Figure 1. Placement density heat map.
The die is cut into 11 by 12 equal tiles; white is low, dark blue is high, 0 to 100% covered.
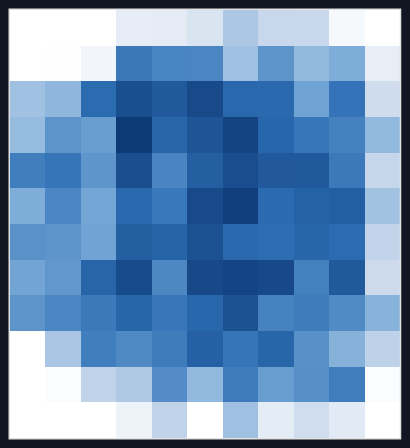
Figure 2. Logic cells by family.
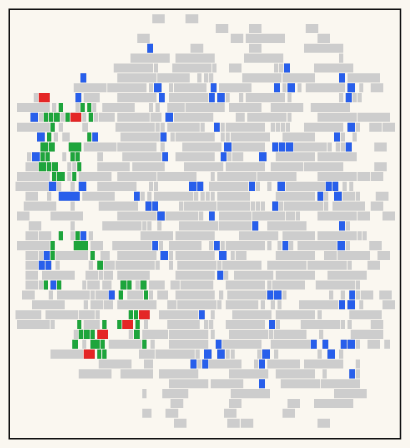
Figure 3. Metal layers overlaid.
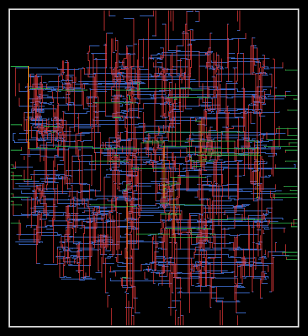
Figure 4. M2 wires.
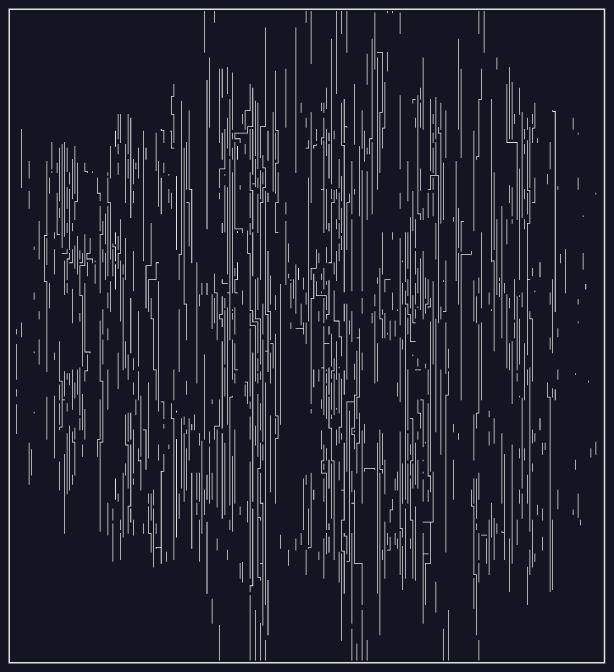
--- src/rtl/gfb_pkg.sv ---
// gfb_pkg -- shared definitions for the gfb command queue.
//   * Command encodings on the CMD bus (IDLE..MASS_ERASE).
//   * Handshake FSM state type.
//   * Default address / write-data widths.
//   * Helpers that classify a raw 3-bit CMD value.
package gfb_pkg;

  localparam int GFB_AW = 10;
  localparam int GFB_DW = 10;

  typedef enum logic [2:0] {
    CMD_IDLE       = 3'd0,
    CMD_READ       = 3'd1,
    CMD_WRITE      = 3'd2,
    CMD_ROW_WRITE  = 3'd3,
    CMD_ERASE      = 3'd4,
    CMD_MASS_ERASE = 3'd5
  } gfb_cmd_e;

  typedef enum logic [1:0] {
    ST_IDLE = 2'd0,
    ST_REQ  = 2'd1,
    ST_REL  = 2'd2
  } gfb_state_e;

  // A real command that should be queued.
  function automatic logic gfb_cmd_valid(input logic [2:0] c);
    return (c >= CMD_READ) && (c <= CMD_MASS_ERASE);
  endfunction

  // Encodings 6 and 7 have no meaning and are flagged as errors.
  function automatic logic gfb_cmd_illegal(input logic [2:0] c);
    return c[2] & c[1];
  endfunction

endpackage

--- src/rtl/gfb_sync.sv ---
// gfb_sync -- multi-flop bit synchronizer.
// Ports:
//   i_clk    destination clock
//   i_rst_n  asynchronous active-low reset, clears every stage
//   i_d      asynchronous input bit
//   o_q      synchronized output (last stage of the chain)
module gfb_sync #(
  parameter int SYNC_STAGES = 2
) (
  input  logic i_clk,
  input  logic i_rst_n,
  input  logic i_d,
  output logic o_q
);

  logic [SYNC_STAGES-1:0] r_chain;

  always_ff @(posedge i_clk or negedge i_rst_n) begin
    if (!i_rst_n) begin
      r_chain <= '0;
    end else begin
      r_chain <= {r_chain[SYNC_STAGES-2:0], i_d};
    end
  end

  assign o_q = r_chain[SYNC_STAGES-1];

endmodule

--- src/rtl/gfb_cmd_queue.sv ---
// gfb_cmd_queue -- command FIFO feeding a four-phase req/ack handshake
// toward a slave running on an unrelated clock.
// Ports:
//   PCLK, RESETn_pclk      clock, asynchronous active-low reset
//   CMD, ADDR, WDATA       command push bus (CMD=0 means no push)
//   ABORT                  level-sampled flush of queued entries
//   READY_pclk             registered "queue not full"
//   RESP_pclk              one-cycle pulse per completed handshake
//   ERR_pclk               sticky error (illegal cmd, overflow, timeout)
//   LEVEL_pclk             queued entries, not counting the in-flight one
//   CMD/ADDR/WDATA_REG_pclk  in-flight command presented to the slave
//   ABORT_REG_pclk         tells the slave a flush happened mid-handshake
//   req_pclk / ack_sclk    four-phase handshake pair
module gfb_cmd_queue
  import gfb_pkg::*;
#(
  parameter int AW          = GFB_AW,
  parameter int DW          = GFB_DW,
  parameter int DEPTH       = 4,
  parameter int SYNC_STAGES = 2,
  parameter int TIMEOUT     = 255
) (
  input  logic                     PCLK,
  input  logic                     RESETn_pclk,
  input  logic [2:0]               CMD,
  input  logic [AW-1:0]            ADDR,
  input  logic [DW-1:0]            WDATA,
  input  logic                     ABORT,
  output logic                     READY_pclk,
  output logic                     RESP_pclk,
  output logic                     ERR_pclk,
  output logic [$clog2(DEPTH):0]   LEVEL_pclk,
  output logic [2:0]               CMD_REG_pclk,
  output logic [AW-1:0]            ADDR_REG_pclk,
  output logic [DW-1:0]            WDATA_REG_pclk,
  output logic                     ABORT_REG_pclk,
  output logic                     req_pclk,
  input  logic                     ack_sclk
);

  localparam int PW = $clog2(DEPTH) + 1;
  localparam int EW = 3 + AW + DW;
  localparam int TW = $clog2(TIMEOUT + 1);
  localparam logic [TW-1:0] TMAX = TW'(TIMEOUT);

  // Queue storage is deliberately left without reset.
  logic [EW-1:0]   r_mem [DEPTH];
  logic [PW-1:0]   r_wptr;
  logic [PW-1:0]   r_rptr;
  logic            r_ready;
  logic            r_err;

  gfb_state_e      r_state;
  logic            r_req;
  logic            r_resp;
  logic            r_abort_reg;
  logic [2:0]      r_cmd;
  logic [AW-1:0]   r_addr;
  logic [DW-1:0]   r_wdata;
  logic [TW-1:0]   r_tcnt;

  logic            w_ack_s;
  logic            w_empty;
  logic            w_push;
  logic            w_pop;
  logic            w_illegal;
  logic            w_overflow;
  logic            w_timeout;
  logic            w_done;
  logic [PW-1:0]   w_wptr_nxt;
  logic [PW-1:0]   w_rptr_nxt;
  logic            w_full_nxt;
  logic [EW-1:0]   w_head;

  gfb_sync #(
    .SYNC_STAGES (SYNC_STAGES)
  ) u_ack_sync (
    .i_clk   (PCLK),
    .i_rst_n (RESETn_pclk),
    .i_d     (ack_sclk),
    .o_q     (w_ack_s)
  );

  assign w_empty    = (r_wptr == r_rptr);
  assign w_illegal  = gfb_cmd_illegal(CMD);
  // ABORT discards a simultaneous push without flagging it as an overflow.
  assign w_push     = gfb_cmd_valid(CMD) && r_ready && !ABORT;
  assign w_overflow = gfb_cmd_valid(CMD) && !r_ready && !ABORT;
  // The FSM only sits in IDLE for a cycle after REL, so a pop can never
  // happen on the edge IDLE is entered.
  assign w_pop      = (r_state == ST_IDLE) && !w_empty && !ABORT;
  assign w_done     = (r_state == ST_REL) && !w_ack_s;

  assign w_wptr_nxt = r_wptr + PW'(w_push);
  // A flush just moves the read pointer onto the write pointer.
  assign w_rptr_nxt = ABORT ? r_wptr : (r_rptr + PW'(w_pop));
  assign w_full_nxt = (w_wptr_nxt[PW-1] != w_rptr_nxt[PW-1]) &&
                      (w_wptr_nxt[PW-2:0] == w_rptr_nxt[PW-2:0]);
  assign w_head     = r_mem[r_rptr[PW-2:0]];

  // The counter is loaded with 1 on the pop edge so it equals the number of
  // REQ cycles seen; the error rises together with the count hitting TIMEOUT.
  assign w_timeout  = ((r_state == ST_REQ) && !w_ack_s && (r_tcnt != TMAX) &&
                       ((r_tcnt + TW'(1)) == TMAX)) ||
                      (w_pop && (TMAX == TW'(1)));

  always_ff @(posedge PCLK) begin
    if (w_push) begin
      r_mem[r_wptr[PW-2:0]] <= {CMD, ADDR, WDATA};
    end
  end

  // READY is registered from next-state pointers so it never lets a push
  // land on a full queue; a push on the edge a pop frees a slot still sees
  // the old READY=0 and is rejected.
  always_ff @(posedge PCLK or negedge RESETn_pclk) begin
    if (!RESETn_pclk) begin
      r_wptr  <= '0;
      r_rptr  <= '0;
      r_ready <= 1'b0;
      r_err   <= 1'b0;
    end else begin
      r_wptr  <= w_wptr_nxt;
      r_rptr  <= w_rptr_nxt;
      r_ready <= !w_full_nxt;
      if (w_illegal || w_overflow || w_timeout) begin
        r_err <= 1'b1;
      end
    end
  end

  always_ff @(posedge PCLK or negedge RESETn_pclk) begin
    if (!RESETn_pclk) begin
      r_state     <= ST_IDLE;
      r_req       <= 1'b0;
      r_resp      <= 1'b0;
      r_abort_reg <= 1'b0;
      r_cmd       <= '0;
      r_addr      <= '0;
      r_wdata     <= '0;
      r_tcnt      <= '0;
    end else begin
      r_resp <= 1'b0;
      case (r_state)
        ST_IDLE: begin
          if (w_pop) begin
            {r_cmd, r_addr, r_wdata} <= w_head;
            r_req   <= 1'b1;
            r_tcnt  <= TW'(1);
            r_state <= ST_REQ;
          end
        end
        ST_REQ: begin
          // A timeout only raises ERR; req stays up until the slave answers.
          if (w_ack_s) begin
            r_req   <= 1'b0;
            r_state <= ST_REL;
          end else if (r_tcnt != TMAX) begin
            r_tcnt <= r_tcnt + TW'(1);
          end
        end
        ST_REL: begin
          if (!w_ack_s) begin
            r_resp  <= 1'b1;
            r_state <= ST_IDLE;
          end
        end
        default: r_state <= ST_IDLE;
      endcase

      // Completion clears the marker even if ABORT arrives on that same edge.
      if (w_done) begin
        r_abort_reg <= 1'b0;
      end else if (ABORT && (r_state != ST_IDLE)) begin
        r_abort_reg <= 1'b1;
      end
    end
  end

  assign READY_pclk     = r_ready;
  assign RESP_pclk      = r_resp;
  assign ERR_pclk       = r_err;
  assign LEVEL_pclk     = r_wptr - r_rptr;
  assign CMD_REG_pclk   = r_cmd;
  assign ADDR_REG_pclk  = r_addr;
  assign WDATA_REG_pclk = r_wdata;
  assign ABORT_REG_pclk = r_abort_reg;
  assign req_pclk       = r_req;

endmodule

--- config.mk ---
export PLATFORM = sky130hd
export DESIGN_NAME = gfb_cmd_queue
export DESIGN_NICKNAME = d
export VERILOG_FILES = /design/src/rtl/gfb_pkg.sv /design/src/rtl/gfb_sync.sv /design/src/rtl/gfb_cmd_queue.sv
export SDC_FILE = /design/constraint.sdc
export NUM_CORES = 1
export LEC_CHECK = 0
export ABC_AREA = 1
export CELL_PAD_IN_SITES_DETAIL_PLACEMENT = 0
export CELL_PAD_IN_SITES_GLOBAL_PLACEMENT = 1
export CORE_ASPECT_RATIO = 1.1
export CORE_UTILIZATION = 45
export DETAILED_ROUTE_END_ITERATION = 10
export PLACE_DENSITY = 0.88
export SYNTH_ARGS = -nofsm -noshare
export SYNTH_HDL_FRONTEND = slang
export SYNTH_HIERARCHICAL = 1
export SYNTH_SLANG_ARGS = --single-unit
--- constraint.sdc ---
create_clock -name PCLK -period 3.3 [get_ports PCLK]
set_input_delay 0.33 -clock PCLK [delete_from_list [all_inputs] [get_ports PCLK]]
set_output_delay 0.33 -clock PCLK [all_outputs]
set_load 0.05 [all_outputs]
==> notes.md <==
Outcome
- **result of the run** complete, no violations

Synthesis
- **number of enable flip-flop cells** 92
- **Chip Area, Yosys** 0.00550 mm^2
- **share of the yosys chip area belonging to registers** 71.1%
- **Largest cells by area** sky130_fd_sc_hd__edfxtp_1 (50%), sky130_fd_sc_hd__dfrtp_1 (21%), sky130_fd_sc_hd__nor2_1 (8.7%)
- **Seq cells post-synth** 138
- **net count after synthesis** 510
- **cell type with the highest aggregate area in the netlist** sky130_fd_sc_hd__edfxtp_1
- **most numerous cell types in the synthesized netlist** sky130_fd_sc_hd__nor2_1 (128), sky130_fd_sc_hd__edfxtp_1 (92), sky130_fd_sc_hd__o21ai_0 (52), sky130_fd_sc_hd__dfrtp_1 (46), sky130_fd_sc_hd__nand2_1 (40)

Critical path
- **origin of the critical flop-to-flop path** r_rptr[1]
- **setup slack on the worst flop-to-flop path** 0.77 ns
- **crit start category** flop
- **Critical Path AT** 2.84 ns
- **CP Data Required Time** 3.61 ns
- **CP Capture Point** WDATA_REG_pclk[9]
- **reg2reg end** WDATA_REG_pclk[9]
- **CP Launch Point** r_rptr[1]

Power and ir drop
- **worst IR drop on VDD** 0.907 mV
- **power consumed by the clock network** 2060 uW
- **power in combinational cells** 2760 uW
- **power of the sequential group** 2440 uW
- **share of power burned in registers** 33.5%
- **power per cell area** 1050 mW/mm^2
- **main power-consuming group** combinational cells
- **reported net switching power** 2760 uW

Cells and area
- **Seq cells** 138
- **count of fill cells added during filler insertion** 989
- **Synth-to-Final Area Change** 25.8%
- **non-clock inverter count** 32
- **Clock Network Area Fraction** 9.48%
- **count of antenna diodes in the layout** 0
- **largest class** flip-flops and latches
- **area taken by flip-flops and latches** 0.00391 mm^2
- **count of buffers not belonging to the clock network in the layout** 64
- **Comb/total area** 20.3%
- **share of post-route cells with drive strength above 1** 9.58%
- **multi-input logic cell count** 287
- **Clock buffer cells** 18

Floorplanning
- **Site Rows** 42
- **core area** 0.0120 mm^2
- **Core Util at FP** 45.9%
- **Taps Inserted** 154
- **Die Y** 118 um

Clocking
- **buffers from clock root to sink, at most** 2
- **count of hold buffers inserted by post-cts repair** 0
- **CTS Sinks** 138
- **clock insertion delay at the later pin of the skew report** 0.40 ns
- **CTS tree** yes
- **total setup buffers inserted after CTS** 0

Drt
- **top routing layer in use** met4
- **violation count after the first detailed-routing iteration** 283
- **routed wl met2** 5780 um
- **amount of wire on met3 after detailed routing** 656 um
- **Detailed Routing Iterations Pass 1** 4
- **post-route DRC violation count** 0

Placed design
- **dpl hpwl** 6590 um
- **global placement routability congestion** 0.781
- **total instance count after detailed placement** 675

Timing
- **worst-case clock skew** 0.00878 ns
- **Worst Hold Margin** 0.137 ns
- **Tmin final** 2.53 ns
- **max frequency** 396 MHz
- **transition at the pin with the smallest max-transition slack** 1.14 ns

GRT
- **wire length of the first global-routing pass** 18200 um
- **busiest grt layer** met2
- **global routing usage on met1** 24.5%
- **final global-route overflow total** 0
- **number of antenna violations at the first check in global routing** 0

Flow run
- **stage-log warning count** 28

Notes on Figure 1 above:
tiles over 75% full = 30%
nearly empty tiles = 11%
densest ninth of the die = centre
mean over tiles = 53%
fullest tile = 97%

Notes on Figure 2 above:
red -> XOR/XNOR gates  # cells 6, most used xor2_1
green -> NAND gates  # cells 55, most used nand2_1
blue -> inverting AOI/OAI gates  # cells 84, most used o21ai_0, where spread over the die

Notes on Figure 3 above:
blue -> met1  # wire length 4710 um
orange -> met4  # wire length 138 um
red -> met2  # wire length 5780 um
green -> met3  # wire length 657 um

Notes on Figure 4 above:
main direction = vertical
wire length on this layer = 5780 um

[cell families (layout without fill, tap and decap cells)]
family	after synthesis	in the layout	synth area share (%)
AND/OR/NAND/NOR	188	188	13.6
flip-flops	138	138	71.1
AND-OR/OR-AND	84	84	8.48
buffers and inverters	50	128	3.71
adder cells (fa/ha/maj)	8	8	1.95
XOR/XNOR	6	6	0.955
multiplexers	1	1	0.182
[worst min-delay path by stage]
| stage | from | end | cells after the start |
|---|---|---|---|
| 2_1_floorplan | RESETn_pclk | ABORT_REG_pclk | 0 |
| 3_3_place_gp | u_ack_sync/r_chain[0] | u_ack_sync/r_chain[1] | 0 |
| 3_5_place_dp | u_ack_sync/r_chain[0] | u_ack_sync/r_chain[1] | 0 |
| 4_1_cts | RESETn_pclk | WDATA_REG_pclk[7] | 1 |
| 5_1_grt | RESETn_pclk | WDATA_REG_pclk[7] | 1 |
| 6_report | RESETn_pclk | WDATA_REG_pclk[3] | 1 |
[worst max-delay path, cell delays in order (launching register included)]
cell,delay [ns]
sky130_fd_sc_hd__dfrtp_1,0.39
sky130_fd_sc_hd__inv_1,0.40
sky130_fd_sc_hd__ha_1,0.34
sky130_fd_sc_hd__nand2_1,0.08
sky130_fd_sc_hd__inv_1,0.05
sky130_fd_sc_hd__nand3_1,0.08
sky130_fd_sc_hd__nand2_1,0.19
sky130_fd_sc_hd__inv_2,0.62
sky130_fd_sc_hd__nor2_1,0.10
sky130_fd_sc_hd__a31oi_1,0.19
[registers in the layout, summed over array words and instances, names as in the netlist]
signal	flops
r_state	2
r_rptr	3
r_wptr	3
ERR_pclk	1
READY_pclk	1
r_mem	92
u_ack_sync/r_chain	2
req_pclk	1
WDATA_REG_pclk	10
CMD_REG_pclk	3
ABORT_REG_pclk	1
r_tcnt	8
ADDR_REG_pclk	10
RESP_pclk	1
No activity file was given, so power comes from the tool's default toggle rates.
